==> config.mk <==
export PLATFORM = sky130hd
export DESIGN_NAME = mod_access_sched_flat
export DESIGN_NICKNAME = d
export VERILOG_FILES = /design/src/rtl/mod_access_sched_if.sv /design/src/rtl/mod_access_sched.sv /design/src/flat_wrapper.sv
export SDC_FILE = /design/constraint.sdc
export NUM_CORES = 1
export LEC_CHECK = 0
export ABC_AREA = 0
export CAP_MARGIN = 20
export CELL_PAD_IN_SITES_DETAIL_PLACEMENT = 1
export CELL_PAD_IN_SITES_GLOBAL_PLACEMENT = 2
export CORE_UTILIZATION = 25
export CTS_BUF_LIST = sky130_fd_sc_hd__clkbuf_4
export CTS_CLUSTER_DIAMETER = 40
export DETAILED_ROUTE_END_ITERATION = 6
export PLACE_DENSITY_LB_ADDON = 0.1
export SYNTH_ARGS = -nofsm -noshare
export SYNTH_HDL_FRONTEND = slang
export SYNTH_SLANG_ARGS = --single-unit
==> constraint.sdc <==
create_clock -name clk -period 2.6 [get_ports clk]
set_clock_uncertainty 0.1 [all_clocks]
set_input_delay 0.78 -clock clk [delete_from_list [all_inputs] [get_ports clk]]
set_output_delay 0.78 -clock clk [all_outputs]
set_load 0.02 [all_outputs]
==> src/rtl/mod_access_sched_if.sv <==
// Requester/resource bundle for the round-robin access scheduler.
// master is the scheduler side, slave is the requester/resource side.
interface mod_access_sched_if #(
  parameter int unsigned ADDR = 22,
  parameter int unsigned DATA = 5,
  parameter int unsigned NREQ = 4
);
  logic [NREQ-1:0]   req;
  logic [2*NREQ-1:0] req_addr;
  logic [NREQ-1:0]   gnt;
  logic [NREQ-1:0]   done;
  logic              rsp_err;
  logic [DATA-1:0]   rsp_data;
  logic [ADDR-4:0]   rsp_newaddr;
  logic              busy;
  logic              res_sel;
  logic [1:0]        res_addr;
  logic              res_rdy;
  logic [DATA-1:0]   res_data;
  logic [ADDR-4:0]   res_newaddr;

  modport master (
    input  req, req_addr, res_rdy, res_data, res_newaddr,
    output gnt, done, rsp_err, rsp_data, rsp_newaddr, busy, res_sel, res_addr
  );

  modport slave (
    output req, req_addr, res_rdy, res_data, res_newaddr,
    input  gnt, done, rsp_err, rsp_data, rsp_newaddr, busy, res_sel, res_addr
  );
endinterface

==> src/rtl/mod_access_sched.sv <==
// Round-robin scheduler sharing one lookup resource among NREQ requesters,
// with a bounded wait for res_rdy and a one-cycle done pulse per transaction.
module mod_access_sched #(
  parameter int unsigned ADDR = 22,
  parameter int unsigned DATA = 5,
  parameter int unsigned WAIT = 10,
  parameter int unsigned NREQ = 4
) (
  input logic                clk,
  input logic                rst,
  mod_access_sched_if.master bus
);
  localparam int unsigned PTRW = (NREQ > 1) ? $clog2(NREQ) : 1;
  localparam int unsigned CNTW = $clog2(WAIT + 1);

  localparam logic [1:0] IDLE = 2'd0;
  localparam logic [1:0] BUSY = 2'd1;
  localparam logic [1:0] RESP = 2'd2;

  logic [1:0]      state_q, state_d;
  logic [PTRW-1:0] rr_q, rr_d;
  logic [PTRW-1:0] win_q, win_d;
  logic [CNTW-1:0] cnt_q, cnt_d;
  logic [1:0]      addr_q, addr_d;
  logic            err_q, err_d;
  logic [DATA-1:0] data_q, data_d;
  logic [ADDR-4:0] newaddr_q, newaddr_d;

  logic [PTRW-1:0] pick;
  logic            pick_vld;
  logic [PTRW-1:0] idx;
  logic [NREQ-1:0] win_oh;

  // First set request at or after the rr pointer, wrapping around.
  always_comb begin
    pick     = '0;
    pick_vld = 1'b0;
    idx      = '0;
    for (int unsigned i = 0; i < NREQ; i++) begin
      idx = PTRW'((32'(rr_q) + i) % NREQ);
      if (!pick_vld && bus.req[idx]) begin
        pick     = idx;
        pick_vld = 1'b1;
      end
    end
  end

  always_comb begin
    state_d   = state_q;
    rr_d      = rr_q;
    win_d     = win_q;
    cnt_d     = cnt_q;
    addr_d    = addr_q;
    err_d     = err_q;
    data_d    = data_q;
    newaddr_d = newaddr_q;
    case (state_q)
      IDLE: begin
        if (pick_vld) begin
          state_d = BUSY;
          win_d   = pick;
          addr_d  = bus.req_addr[{pick, 1'b0} +: 2];
          cnt_d   = '0;
        end
      end
      BUSY: begin
        // A ready on the final wait cycle still counts as success.
        if (bus.res_rdy) begin
          state_d   = RESP;
          data_d    = bus.res_data;
          newaddr_d = bus.res_newaddr;
          err_d     = 1'b0;
        end else if (cnt_q == CNTW'(WAIT - 1)) begin
          state_d   = RESP;
          data_d    = '0;
          newaddr_d = '0;
          err_d     = 1'b1;
        end else begin
          cnt_d = cnt_q + CNTW'(1);
        end
      end
      RESP: begin
        state_d = IDLE;
        rr_d    = (win_q == PTRW'(NREQ - 1)) ? '0 : win_q + PTRW'(1);
      end
      default: state_d = IDLE;
    endcase
  end

  always_ff @(posedge clk) begin
    if (!rst) begin
      state_q   <= IDLE;
      rr_q      <= '0;
      win_q     <= '0;
      cnt_q     <= '0;
      addr_q    <= '0;
      err_q     <= 1'b0;
      data_q    <= '0;
      newaddr_q <= '0;
    end else begin
      state_q   <= state_d;
      rr_q      <= rr_d;
      win_q     <= win_d;
      cnt_q     <= cnt_d;
      addr_q    <= addr_d;
      err_q     <= err_d;
      data_q    <= data_d;
      newaddr_q <= newaddr_d;
    end
  end

  assign win_oh          = NREQ'(1) << win_q;
  assign bus.busy        = (state_q != IDLE);
  assign bus.res_sel     = (state_q == BUSY);
  assign bus.gnt         = (state_q != IDLE) ? win_oh : '0;
  assign bus.done        = (state_q == RESP) ? win_oh : '0;
  assign bus.res_addr    = addr_q;
  assign bus.rsp_err     = err_q;
  assign bus.rsp_data    = data_q;
  assign bus.rsp_newaddr = newaddr_q;

  a_gnt_onehot: assert property (@(posedge clk) disable iff (!rst) $onehot0(bus.gnt));
  a_done_in_gnt: assert property (@(posedge clk) disable iff (!rst)
    (bus.done & ~bus.gnt) == '0);
endmodule
==> src/flat_wrapper.sv <==
// flat-port wrapper written by rule: the top's interface ports become plain ports
module mod_access_sched_flat 
#(
  parameter int unsigned ADDR = 22,
  parameter int unsigned DATA = 5,
  parameter int unsigned WAIT = 10,
  parameter int unsigned NREQ = 4
)
  (clk, rst, bus_req, bus_req_addr, bus_res_rdy, bus_res_data, bus_res_newaddr, bus_gnt, bus_done, bus_rsp_err, bus_rsp_data, bus_rsp_newaddr, bus_busy, bus_res_sel, bus_res_addr);
  mod_access_sched_if #(.ADDR(ADDR), .DATA(DATA), .NREQ(NREQ)) bus_i ();
  input logic clk;
  input logic rst;
  input wire logic [$bits(bus_i.req)-1:0] bus_req;
  input wire logic [$bits(bus_i.req_addr)-1:0] bus_req_addr;
  input wire logic [$bits(bus_i.res_rdy)-1:0] bus_res_rdy;
  input wire logic [$bits(bus_i.res_data)-1:0] bus_res_data;
  input wire logic [$bits(bus_i.res_newaddr)-1:0] bus_res_newaddr;
  output wire logic [$bits(bus_i.gnt)-1:0] bus_gnt;
  output wire logic [$bits(bus_i.done)-1:0] bus_done;
  output wire logic [$bits(bus_i.rsp_err)-1:0] bus_rsp_err;
  output wire logic [$bits(bus_i.rsp_data)-1:0] bus_rsp_data;
  output wire logic [$bits(bus_i.rsp_newaddr)-1:0] bus_rsp_newaddr;
  output wire logic [$bits(bus_i.busy)-1:0] bus_busy;
  output wire logic [$bits(bus_i.res_sel)-1:0] bus_res_sel;
  output wire logic [$bits(bus_i.res_addr)-1:0] bus_res_addr;
  assign bus_i.req = bus_req;
  assign bus_i.req_addr = bus_req_addr;
  assign bus_i.res_rdy = bus_res_rdy;
  assign bus_i.res_data = bus_res_data;
  assign bus_i.res_newaddr = bus_res_newaddr;
  assign bus_gnt = bus_i.gnt;
  assign bus_done = bus_i.done;
  assign bus_rsp_err = bus_i.rsp_err;
  assign bus_rsp_data = bus_i.rsp_data;
  assign bus_rsp_newaddr = bus_i.rsp_newaddr;
  assign bus_busy = bus_i.busy;
  assign bus_res_sel = bus_i.res_sel;
  assign bus_res_addr = bus_i.res_addr;
  mod_access_sched #(.ADDR(ADDR), .DATA(DATA), .WAIT(WAIT), .NREQ(NREQ)) u_core (.clk(clk), .rst(rst), .bus(bus_i));
endmodule
==> run summary, run 1 <==
class of the most critical hold timing path: flop to flop
Area leader share: 0.464
register-to-register setup slack: 830 ps
wire length per cell after detailed routing: 13.4 um
global-route congestion overflow total: 0
Hold Buf Count CTS: 0
cell count listed in synth_stat.txt: 176
stage delay of the slowest cell on the critical path: 410 ps
reg-to-reg critical path endpoint: u_core.cnt_q[3]
max-cap check violation count: 0
hold path startpoint: u_core.bus.rsp_err
total clock buffers created by CTS: 5
end of the critical path: bus_gnt[2]
DRT Wirelength: 4400 um
number of cells on the critical path: 4
die area: 0.00670 mm^2
net count after synthesis: 221
number of warnings the tools reported: 30
Yosys warning count: 0
critical path type: flop to primary output
Startpoint Class: flop
area of the mapped netlist: 0.00160 mm^2
DIE WIDTH: 81.9 um
later-pin clock latency in the skew report: 340 ps
post-place setup slack: 79.2 ps
cell depth of the worst hold path: 2
status: finished clean
most frequent logic cell in the layout: sky130_fd_sc_hd__clkdlybuf4s50_1
Cell Count Post-Placement: 322
nets: 299
antenna violations before repair: 0
max frequency: 412 MHz
final cell count without fillers: 329
slew at the pin closest to its max-slew limit: 453 ps
share of the yosys chip area belonging to registers: 0.464
maximum vdd drop: 0.000251 V
number of sinks on the clock net: 37
main area contributors: sky130_fd_sc_hd__dfxtp_1 46%, sky130_fd_sc_hd__a22oi_1 11%, sky130_fd_sc_hd__nor2_1 9.2%
CTS Buffer Depth: 2
instance count of the mapped netlist: 176
largest fanout on the critical path: 4
half-perimeter wire length after placement: 3140 um
number of flops mapped to enable cells by yosys: 0
vias after detailed routing: 1501
slack of the critical path: 173 ps
buffers added on ports: 75
shortest clock period the worst path allows after layout: 2430 ps
flop and latch count out of synthesis: 37
std cell rows: 28
Yosys chip area: 0.00160 mm^2
number of endpoints with negative hold slack in the final report: 0
first drt pass iteration count: 4
Worst R2R Path Depth: 7
Slowest-stage cell, CP: sky130_fd_sc_hd__dfxtp_1
unique cell type count in the Yosys netlist: 32
combined buffer and inverter count along the critical path: 2
Die Y: 81.9 um
kind of capture point of the worst setup path: primary output
share of synthesized registers carrying an async set or reset: 0
Crit. Startpoint: u_core.win_q[0]
most frequent cells in the layout: 66 x sky130_fd_sc_hd__clkdlybuf4s50_1, 39 x sky130_fd_sc_hd__nor2_1, 37 x sky130_fd_sc_hd__dfxtp_1, 24 x sky130_fd_sc_hd__a22oi_1, 9 x sky130_fd_sc_hd__inv_1
Min-Delay Endpoint: u_core.bus.rsp_err
cell accounting for the most synthesized area: sky130_fd_sc_hd__dfxtp_1
period utilization: 0.933
pin count of the biggest net entering global routing: 33
signal arrival time at the worst endpoint: 1550 ps
slew margin rel.: 0.698
minimum hold slack: 369 ps
Floorplan Core Area: 0.00603 mm^2
cell at the root of the clock tree: sky130_fd_sc_hd__clkbuf_4
violation count after the first detailed-route iteration: 47
post-CTS setup repair buffer count: 0
final weighted congestion of routability-driven global placement: 0.713
mean area per synthesized cell: 9.06 um^2
Data required, critical path: 1720 ps
static leakage: 1.02 nW
number of antenna diodes: 0
final setup violation count: 0
CTS clock-pin slew for the worst setup and hold paths: 110 ps
vias per inst: 4.56
total global-route track usage: 0.144
FF-to-FF Start: u_core.cnt_q[1]
post-layout power: 1.20 mW
Area Overhead vs Synth: 56.0%
CTS H-tree depth: 2
global-route wire length before repair: 7250 um
## run 1: cell families (layout without fill, tap and decap cells)
logic type,after synthesis,count (layout),synth area share
AND/OR/NAND/NOR,68,68,0.207
flip-flops,37,37,0.464
AND-OR/OR-AND,36,36,0.167
buffers and inverters,19,97,0.0525
multiplexers,8,8,0.0510
adder cells (fa/ha/maj),6,6,0.0471
XOR/XNOR,2,2,0.0110
## run 1: stage by stage
stage / cell area [um^2] / util
finish: 2490 / 0.413
global route: 2490 / 0.413
CTS: 2480 / 0.412
detailed placement: 2440 / 0.405
global placement: 2440 / 0.405
floorplan: 1600 / -
## run 1: where the power goes
| part | switching, mW | internal, mW | total [mW] |
|---|---|---|---|
| registers | 0.0202 | 0.597 | 0.617 |
| clock network | 0.191 | 0.0972 | 0.288 |
| logic | 0.142 | 0.158 | 0.299 |
## run 1: layout make-up
cell class | instances | area, um^2
fill | 721 | 3540
timing repair buffer | 81 | 792
multi-input combinational | 120 | 779
sequential | 37 | 741
tap | 75 | 93.8
clock buffer | 5 | 37.5
inverter | 9 | 33.8
clock inverter | 2 | 11.3
## run 1: flip-flops by register name (all words and copies together), names as in the netlist
register	cells
u_core.win_q	2
u_core.bus.res_addr	2
u_core.bus.rsp_data	5
u_core.bus.rsp_newaddr	19
u_core.rr_q	2
u_core.bus.rsp_err	1
u_core.state_q	2
u_core.cnt_q	4
## run 1: per-layer routing
metal | GRT usage | wire (um) | vias up
met5 | 0 | 0 | -
met4 | 0.0474 | 49 | 0
met3 | 0.0533 | 309 | 5
met2 | 0.245 | 2070 | 39
met1 | 0.164 | 1970 | 703
li1 | - | - | 754
## run 1: what timing repair did
| action | in CTS | in global routing |
|---|---|---|
| resized | 9 | 2 |
| pin swaps | 0 | 0 |
| endpoints found under the setup margin | 8 | 2 |
### Metal 1, run 1

Bar = 20 um. Supply wires on this layer in grey.
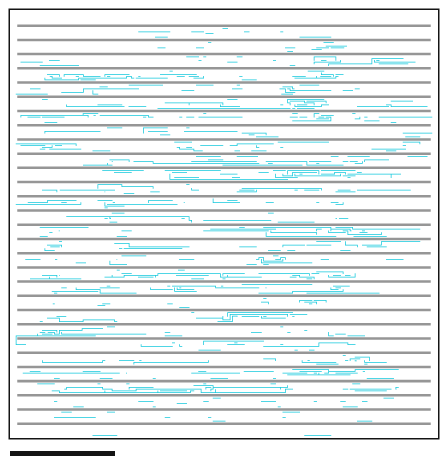
wire length on this layer: 1970 um
nets with wire on the layer: 246
share of all routed wire: 45%
main direction: horizontal

### The metal 2 layer, run 1

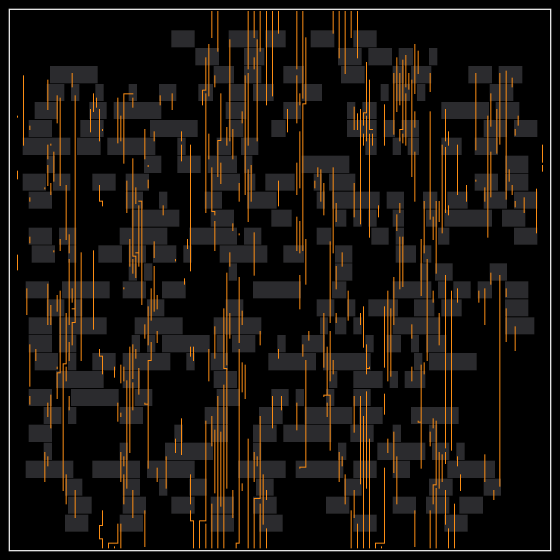
nets with wire on the layer: 257
share of all routed wire: 47%
wire length on this layer: 2070 um

### Met3 routing, run 1

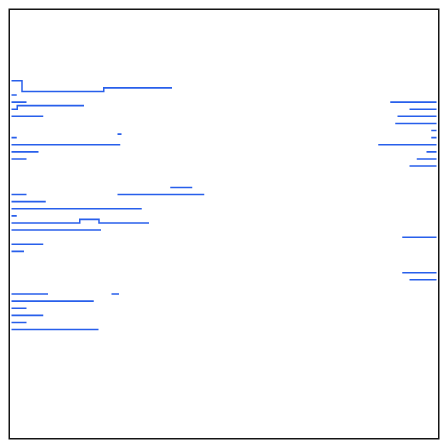
main direction: horizontal
share of all routed wire: 7.0%
wire length on this layer: 309 um
longest straight run: 24.6 um

## Run 2: what changed since run 1
- CAP_MARGIN: 20 -> 5
- TNS_END_PERCENT: not set -> 10
### Metal 1, run 2

Bar = 20 um. Supply wires on this layer in grey.
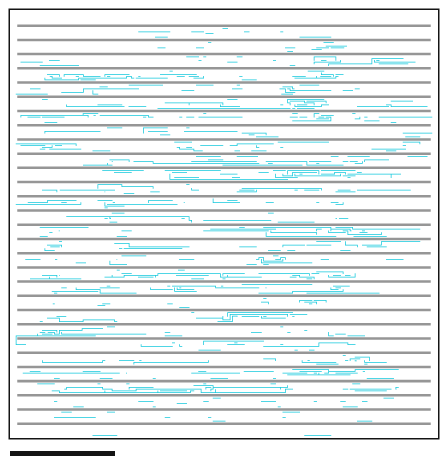
share of all routed wire: 45%
longest straight run: 25.3 um
nets with wire on the layer: 246

### Signal metal coverage by tile, run 2

16 x 16 tiles, from dark blue (low) to red (high), scaled to the fullest tile. Values are wire area over tile area, all layers added.
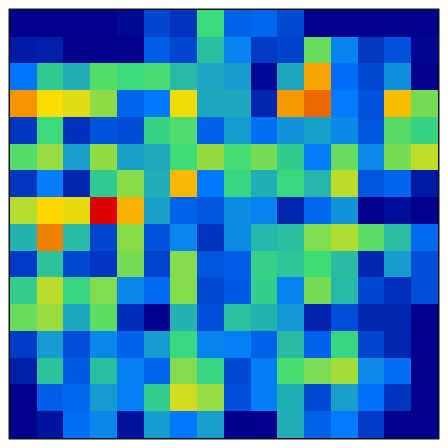
densest ninth of the die: west
fullest tile: 0.34
mean over tiles: 0.11

==> run 2 against run 1 <==
Wire length unchanged. Critical endpoint unchanged. Register-to-register slack about the same. Via count unchanged. Area after synthesis unchanged. Maximum frequency unchanged. Clock-buffer cell count unchanged. Highest routed layer unchanged. Total power unchanged. Setup slack unchanged.
==> run summary, run 2 <==
status: finished clean
CTS clock-pin slew for the worst setup and hold paths: 110 ps
net count after synthesis: 221
largest fanout on the critical path: 4
number of sinks on the clock net: 37
share of synthesized registers carrying an async set or reset: 0
wire length per cell after detailed routing: 13.4 um
critical path type: flop to primary output
clock power share: 0.239
cell accounting for the most synthesized area: sky130_fd_sc_hd__dfxtp_1
Data required, critical path: 1720 ps
largest family of logic cells by area: simple AND/OR/NAND/NOR gates
vias after detailed routing: 1501
slew margin rel.: 0.698
unique cell type count in the Yosys netlist: 32
number of endpoints with negative hold slack in the final report: 0
area of the mapped netlist: 0.00160 mm^2
number of antenna diodes: 0
antenna violations before repair: 0
class of the most critical hold timing path: flop to flop
Hold Buf Count CTS: 0
TritonCTS clock tree: built
cell at the root of the clock tree: sky130_fd_sc_hd__clkbuf_4
most frequent logic cell in the layout: sky130_fd_sc_hd__clkdlybuf4s50_1
half-perimeter wire length after placement: 3140 um
Crit. Startpoint: u_core.win_q[0]
signal arrival time at the worst endpoint: 1550 ps
Area Overhead vs Synth: 56.0%
Slowest-stage cell, CP: sky130_fd_sc_hd__dfxtp_1
max frequency: 412 MHz
total global-route track usage: 0.144
Worst R2R Path Depth: 7
number of warnings the tools reported: 30
vias per inst: 4.56
routed length on met2: 2070 um
end of the critical path: bus_gnt[2]
shortest clock period the worst path allows after layout: 2430 ps
flop and latch count out of synthesis: 37
adder and majority cell fraction of the synthesized area: 0.0471
pin count of the biggest net entering global routing: 33
final weighted congestion of routability-driven global placement: 0.713
slew at the pin closest to its max-slew limit: 453 ps
later-pin clock latency in the skew report: 340 ps
Startpoint Class: flop
number of flops mapped to enable cells by yosys: 0
maximum vdd drop: 0.000251 V
XOR-XNOR Cells, Area Fraction: 0.0110
MUX share of area: 0.0510
Layout Cell Area excl Fill: 0.00249 mm^2
# resized after CTS: 9
highest metal layer with signal wires: met4
std cell rows: 28
most frequent cells in the layout: 66 x sky130_fd_sc_hd__clkdlybuf4s50_1, 39 x sky130_fd_sc_hd__nor2_1, 37 x sky130_fd_sc_hd__dfxtp_1, 24 x sky130_fd_sc_hd__a22oi_1, 9 x sky130_fd_sc_hd__inv_1
Yosys warning count: 0
routed wire length on met3: 309 um
instance count of the mapped netlist: 176
static leakage: 1.02 nW
DIE WIDTH: 81.9 um
post-CTS setup repair buffer count: 0
pwr dens: 484 mW/mm^2
number of flip-flops under the largest register name: 19
buffers added on ports: 75
combinational share of power: 0.248
power spent charging and discharging nets: 0.353 mW
DRT Wirelength: 4400 um
cell count listed in synth_stat.txt: 176
Synth Area in Compound Gates: 0.167
Yosys chip area: 0.00160 mm^2
max-cap check violation count: 0
die area: 0.00670 mm^2
register-to-register setup slack: 830 ps
cell with the most instances after synthesis: sky130_fd_sc_hd__nor2_1
violation count after the first detailed-route iteration: 47
first drt pass iteration count: 4
kind of capture point of the worst setup path: primary output
FF-to-FF Start: u_core.cnt_q[1]
wire length the detailed router placed on met1: 1970 um
proportion of power drawn by flip-flops and latches: 0.513
Synth Area in Simple Gates: 0.207
period utilization: 0.933
mean area per synthesized cell: 9.06 um^2
Floorplan Core Area: 0.00603 mm^2
placed cell areas: 0.00244 mm^2
total clock buffers created by CTS: 5
stage delay of the slowest cell on the critical path: 410 ps
==> run 2: worst min-delay path by stage <==
stage / start / end / slack [ps] / depth (start not counted)
floorplan: u_core.win_q[1] / u_core.win_q[1] / 370 / 2
global placement: u_core.bus.rsp_err / u_core.bus.rsp_err / 340 / 2
detailed placement: u_core.bus.rsp_err / u_core.bus.rsp_err / 350 / 2
CTS: u_core.bus.rsp_err / u_core.bus.rsp_err / 370 / 2
global route: u_core.bus.rsp_err / u_core.bus.rsp_err / 410 / 2
finish: u_core.bus.rsp_err / u_core.bus.rsp_err / 370 / 2
==> run 2: routing by layer <==
metal	vias to the layer above	track usage
li1	754	-
met1	703	0.164
met2	39	0.245
met3	5	0.0533
met4	0	0.0474
met5	-	0
==> run 2: per-stage QoR <==
step           hold slack (ps)  worst slack [ps]  std cells   util  power [mW]
4_1_cts                    375              6.54        329  0.412        1.23
3_3_place_gp               344               105        322  0.405       0.934
2_1_floorplan              369               689        176      -       0.781
5_1_grt                    409              61.2        329  0.413        1.28
6_report                   369               173        329  0.413        1.20
3_5_place_dp               353              79.2        322  0.405       0.935
==> run 2: power groups by stage <==
stage                     clock [mW]  sequential [mW]  combinational (mW)
after global routing           0.331            0.622               0.330
after global placement             0            0.630               0.305
after CTS                      0.307            0.618               0.306
after detailed placement           0            0.629               0.306
final                          0.288            0.617               0.299
after floorplan                    0            0.655               0.126
==> run 2: critical path, delay by kind of cell, from the launching register on <==
kind | cells | cell delay [ps]
fa+ha+maj | 1 | 220
buf+inv | 2 | 420
flops | 1 | 410
simple gates | 1 | 160
==> run 2: area by class of cell <==
cell class	count	area [um^2]
Clock buffer	5	37.5
Clock inverter	2	11.3
Fill cell	721	3540
Inverter	9	33.8
Multi-Input combinational cell	120	779
Sequential cell	37	741
Tap cell	75	93.8
Timing Repair Buffer	81	792
Power is estimated from default activity; no workload was simulated.
